==> config.mk <==
export PLATFORM = sky130hd
export DESIGN_NAME = major_state
export DESIGN_NICKNAME = d
export VERILOG_FILES = /design/src/rtl/major_state_pkg.sv /design/src/rtl/major_state.sv
export SDC_FILE = /design/constraint.sdc
export NUM_CORES = 1
export LEC_CHECK = 0
export CORE_AREA = 2 2 39 41
export CTS_BUF_LIST = sky130_fd_sc_hd__clkbuf_8 sky130_fd_sc_hd__clkbuf_16
export CTS_CLUSTER_SIZE = 10
export DETAILED_ROUTE_END_ITERATION = 8
export DIE_AREA = 0 0 41 43
export GPL_ROUTABILITY_DRIVEN = 0
export PLACE_DENSITY_LB_ADDON = 0.05
export SETUP_SLACK_MARGIN = 0.5
export SLEW_MARGIN = 20
export SYNTH_ARGS = -nofsm -noshare
export SYNTH_HDL_FRONTEND = slang
export SYNTH_SLANG_ARGS = --single-unit
==> constraint.sdc <==
create_clock -name clk -period 1.35 [get_ports clk]
set_input_delay 0.27 -clock clk [delete_from_list [all_inputs] [get_ports clk]]
set_output_delay 0.27 -clock clk [all_outputs]
set_load 0.01 [all_outputs]
Figure 1. Selected gate families (run 1).
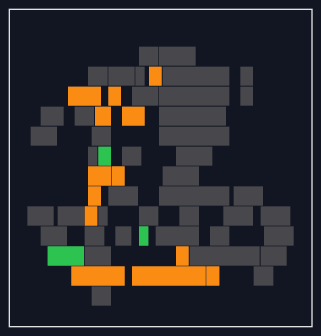
legend:
  aoi and oai cells:
    color: orange
    cells: 13
    most_used: a21oi_1
  nand cells:
    color: green
    cells: 3
most frequent logic cell in the layout: buf_4
Finished Layout Cells: 73

Figure 2. Cells colored by class (run 1).
Scale bar: 10 µm.
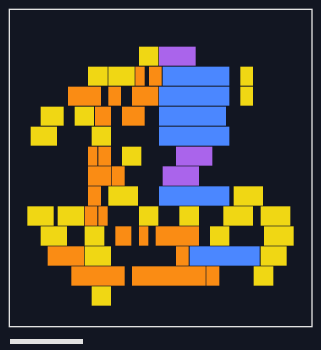
legend:
  combinational and other logic:
    color: orange
    cells: 22
    share_of_their_area: 30%
  clock drivers:
    color: purple
    cells: 3
    share_of_their_area: 6.8%
  remaining buffers and delay cells:
    color: yellow
    cells: 26
    share_of_their_area: 37%
  sequential cells:
    color: blue
    cells: 6
    share_of_their_area: 25%
fraction of area in registers: 24.7%
core area: 1380 µm²

Figure 3. Clock wires, drivers and flops (run 1).
Scale bar: 10 µm.
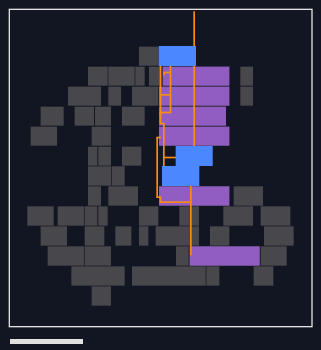
legend:
  clock drivers:
    color: blue
    count: 3
  flip-flops:
    color: purple
    count: 6
  clock wires:
    color: orange
    length: 81.3 µm
routed clock nets: 4
worst skew pair latency: 0.22 ns
P_clk: 255 µW
share of power burned in the clock network: 16.5%
Layout Skew: 0.00140 ns

==> results.py, run 1 <==
# Generated from Yosys and OpenROAD reports
metrics = {
    "cells_and_area": {
        "largest_reg_flops": 4,
        "nets": 75,
        "synthToLayoutAreaGrowth_pct": 100,
    },
    "power_and_ir_drop": {
        "p_int_uw": 1030,
        "p_per_area_nw_per_um2": 2460,
        "swShare_pct": 33.8,
        "comb_power_share_pct": 59.2,
    },
    "drt": {
        "ant_nets": 0,
        "wl_per_cell_um": 10.6,
    },
    "final_timing": {
        "setup_ws_ns": -0.0399,
        "slew_violations": 0,
        "hold_viol": 0,
        "setup_violations": 1,
    },
    "clocking": {
        "cts_buffers": 3,
        "cts_sinks": 6,
        "clock_path_buffers": 2,
    },
    "global_route": {
        "grt_pass1_wl_mm": 1.24,
        "antenna_found_initial": 0,
        "grt_overflow_total": 0,
    },
    "logic_synthesis": {
        "ys_area_um2": 314,
        "yosys.area.top_type_share_pct": 31.9,
        "synth-seq-cells": 6,
        "synth_warnings": 0,
        "ys_sh_simple_pct": 7.97,
    },
    "status": {
        "status": "finished with violations",
        "violations": "negative setup slack",
    },
    "job": {
        "warnings": 37,
    },
}
==> run 1: routing by layer <==
layer / global-route usage (%) / vias to the layer above / wire, µm
met2: 16.9 / 11 / 447
met5: 0 / - / 0
met1: 12.5 / 149 / 284
met3: 1.57 / 0 / 43
li1: - / 165 / -
met4: 10.0 / 0 / 0
==> run 1: through the flow <==
| step | hold slack, ns | power [µW] | cells | utilization (%) |
|---|---|---|---|---|
| final | 0.290 | 1550 | 73 | 45.5 |
| after global routing | 0.303 | 1690 | 73 | 45.5 |
| after CTS | 0.293 | 1530 | 71 | 44.4 |
| after detailed placement | 0.520 | 1170 | 64 | 38.7 |
| after global placement | 0.517 | 1150 | 64 | 38.7 |
| after floorplan | -0.0256 | 811 | 29 | - |
==> run 1: cell usage after synthesis (all sizes together) <==
cell,instances
o22ai,1
a2111oi,1
a211oi,2
nand2,1
dfstp,2
xnor2,1
clkbuf,1
nand2b,1
a2bb2oi,1
inv,2
a41oi,1
dfrtp,4
o21ai,1
a21oi,6
mux2i,1
nand3,1
nor2,2
==> run 1: what timing repair did <==
| action | in CTS | in global routing |
|---|---|---|
| endpoints found under the setup margin | 12 | 12 |
| resized | 29 | 1 |
| buffers inserted | 4 | 2 |
| pin swaps | 2 | 2 |
| hold buffers | 0 | 0 |
==> run 1: logic make-up (layout without fill, tap and decap cells) <==
kind of cell / count (synthesis) / count (layout)
buffers and inverters: 3 / 31
AOI/OAI and AO/OA: 13 / 13
DFF: 6 / 6
xor gates and xnor gates: 1 / 1
muxes: 1 / 1
and+or+nand+nor: 5 / 5
==> run 1: power groups by stage <==
stage | Combinational, µW | Sequential [µW] | Clock [µW]
final | 917 | 378 | 255
after floorplan | 365 | 446 | 0
after global routing | 1010 | 393 | 281
after global placement | 734 | 412 | 0
after detailed placement | 752 | 414 | 0
after CTS | 882 | 389 | 263
==> run 1: final cells by class <==
class / instances / area, µm² / share of cell area, %
Clock buffer: 3 / 41.3 / 6.56
Sequential cell: 6 / 155 / 24.7
Inverter: 2 / 7.51 / 1.19
Timing Repair Buffer: 26 / 228 / 36.2
Multi-Input combinational cell: 20 / 178 / 28.2
Tap cell: 16 / 20.0 / 3.18
==> run 1: placed cells by master, fill, tap and decap left out, drive strengths merged <==
cell type      Yosys  layout
clkdlybuf4s50      0       7
o21ai              1       1
clkbuf             1       3
mux2i              1       1
nand2b             1       1
nor2               2       2
nand2              1       1
inv                2       2
buf                0      18
a211oi             2       2
xnor2              1       1
o22ai              1       1
dfstp              2       2
a21oi              6       6
dfrtp              4       4
a41oi              1       1
dlygate4sd2        0       1
a2bb2oi            1       1
a2111oi            1       1
nand3              1       1
==> run 1: critical path, stage by stage (launching register included) <==
cell	delay, ns
dfstp_2	0.56
nand2b_4	0.15
a211oi_4	0.06
a2111oi_4	0.31
mux2i_1	0.23
Figure 4. Cell placement (run 1).
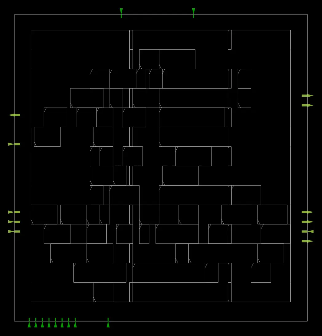

## Run 2: what changed since run 1
--- a/config.mk
+++ b/config.mk
@@ -10,9 +10,11 @@
 export CTS_CLUSTER_SIZE = 10
 export DETAILED_ROUTE_END_ITERATION = 8
 export DIE_AREA = 0 0 41 43
+export DONT_BUFFER_PORTS = 1
 export GPL_ROUTABILITY_DRIVEN = 0
 export PLACE_DENSITY_LB_ADDON = 0.05
 export SETUP_SLACK_MARGIN = 0.5
+export SKIP_LAST_GASP = 1
 export SLEW_MARGIN = 20
 export SYNTH_ARGS = -nofsm -noshare
 export SYNTH_HDL_FRONTEND = slang
Figure 5. Cell placement (run 2).
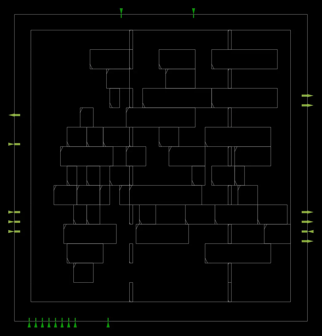
Std-Cell Rows: 14
fraction of area in registers: 28.4%
Tap Count: 16
Final Util: 38.8%

Figure 6. Metal 2 (run 2).
Cells faint in the background.
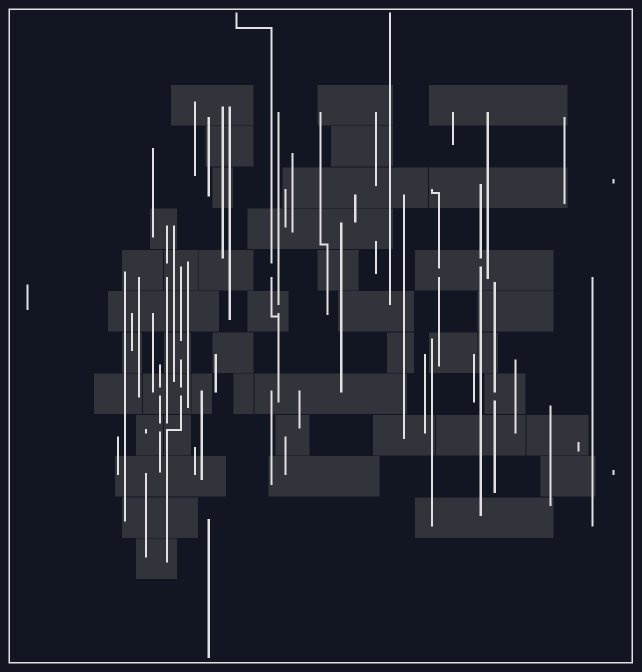
nets with wire on the layer: 49
share of all routed wire: 50%
met2 Usage GRT: 15.0%
total wire length: 796 µm

==> results.py, run 2 <==
# Generated from Yosys and OpenROAD reports
metrics = {
    "logic_synthesis": {
        "ys.flop_type": "dfrtp_1",
        "top_cell": "a21oi_1",
        "edf_count": 0,
        "synthArstFlopShare_pct": 100,
        "ys_area_um2": 314,
        "synth-seq-cells": 6,
        "top_cells_by_count": "a21oi_1, dfrtp_1, dfstp_2, inv_1, nor2_1",
        "synth_warnings": 0,
    },
    "clocking": {
        "clk_latency_ns": 0.22,
        "cts_sinks": 6,
        "clock_path_buffers": 2,
    },
    "cells_and_area": {
        "nets": 60,
        "regArea_um2": 153,
        "synthToLayoutAreaGrowth_pct": 70.9,
        "lay_top_cells": "buf_4, dfrtp_1",
        "lay_top_count": "buf_4",
    },
    "final_timing": {
        "setup_violations": 0,
        "setup_ws_ns": 0.0186,
        "skew_ns": 0.00599,
        "whs_ns": 0.173,
    },
    "status": {
        "status": "finished, final reports clean",
    },
    "drt": {
        "wl_per_cell_um": 13.5,
    },
    "power_and_ir_drop": {
        "p_per_area_nw_per_um2": 2820,
    },
    "global_route": {
        "grt_overflow_total": 0,
    },
    "place": {
        "place_inst": 52,
    },
}
## run 2: logic make-up after synthesis
logic type / count (synthesis)
AND-OR/OR-AND: 13
flip-flops: 6
AND/OR/NAND/NOR: 5
buffers and inverters: 3
XOR/XNOR: 1
multiplexers: 1
## run 2: critical path: stages (launching register included)
cell and delay (ns):
dfstp_2 0.54, nand2b_4 0.14, a211oi_4 0.06, a2111oi_4 0.23, mux2i_1 0.27
## run 2: timing repair
item	in CTS	in global routing
setup endpoints to repair	12	12
hold endpoints to repair	6	0
hold buffers	1	0
gates cloned	0	0
pin swaps	3	1
resized	6	3
setup buffers	2	0
## run 2: metal layers
layer	GRT usage [%]	part of all wire, %	vias up	wire [µm]
met5	0	0	-	0
met4	8.00	0	0	0
met3	6.81	9.7	0	77
met2	15.0	49	11	394
met1	10.3	41	129	324
li1	-	-	135	-
## run 2: metrics by stage
stage	power, µW	setup TNS, ns	utilization, %
floorplan	811	-0.0263	-
global placement	1050	-0.0426	30.7
detailed placement	1070	-0.0723	30.7
CTS	1470	0	37.5
global route	1630	-0.0424	38.8
finish	1510	0	38.8
## run 2: area by class of cell
class	instances	area share (%)
clock buffer	3	7.69
clock inverter	1	0.699
inverter	2	1.40
multi-input combinational	20	37.8
sequential	6	28.4
tap	16	3.73
timing repair buffer	11	20.3
## run 2: where the power goes
group	internal, µW	switching [µW]
logic	459	390
clock network	195	75.2
registers	291	104
total	945	569
Power figures rest on the tool's default switching activity, not on a simulated workload.
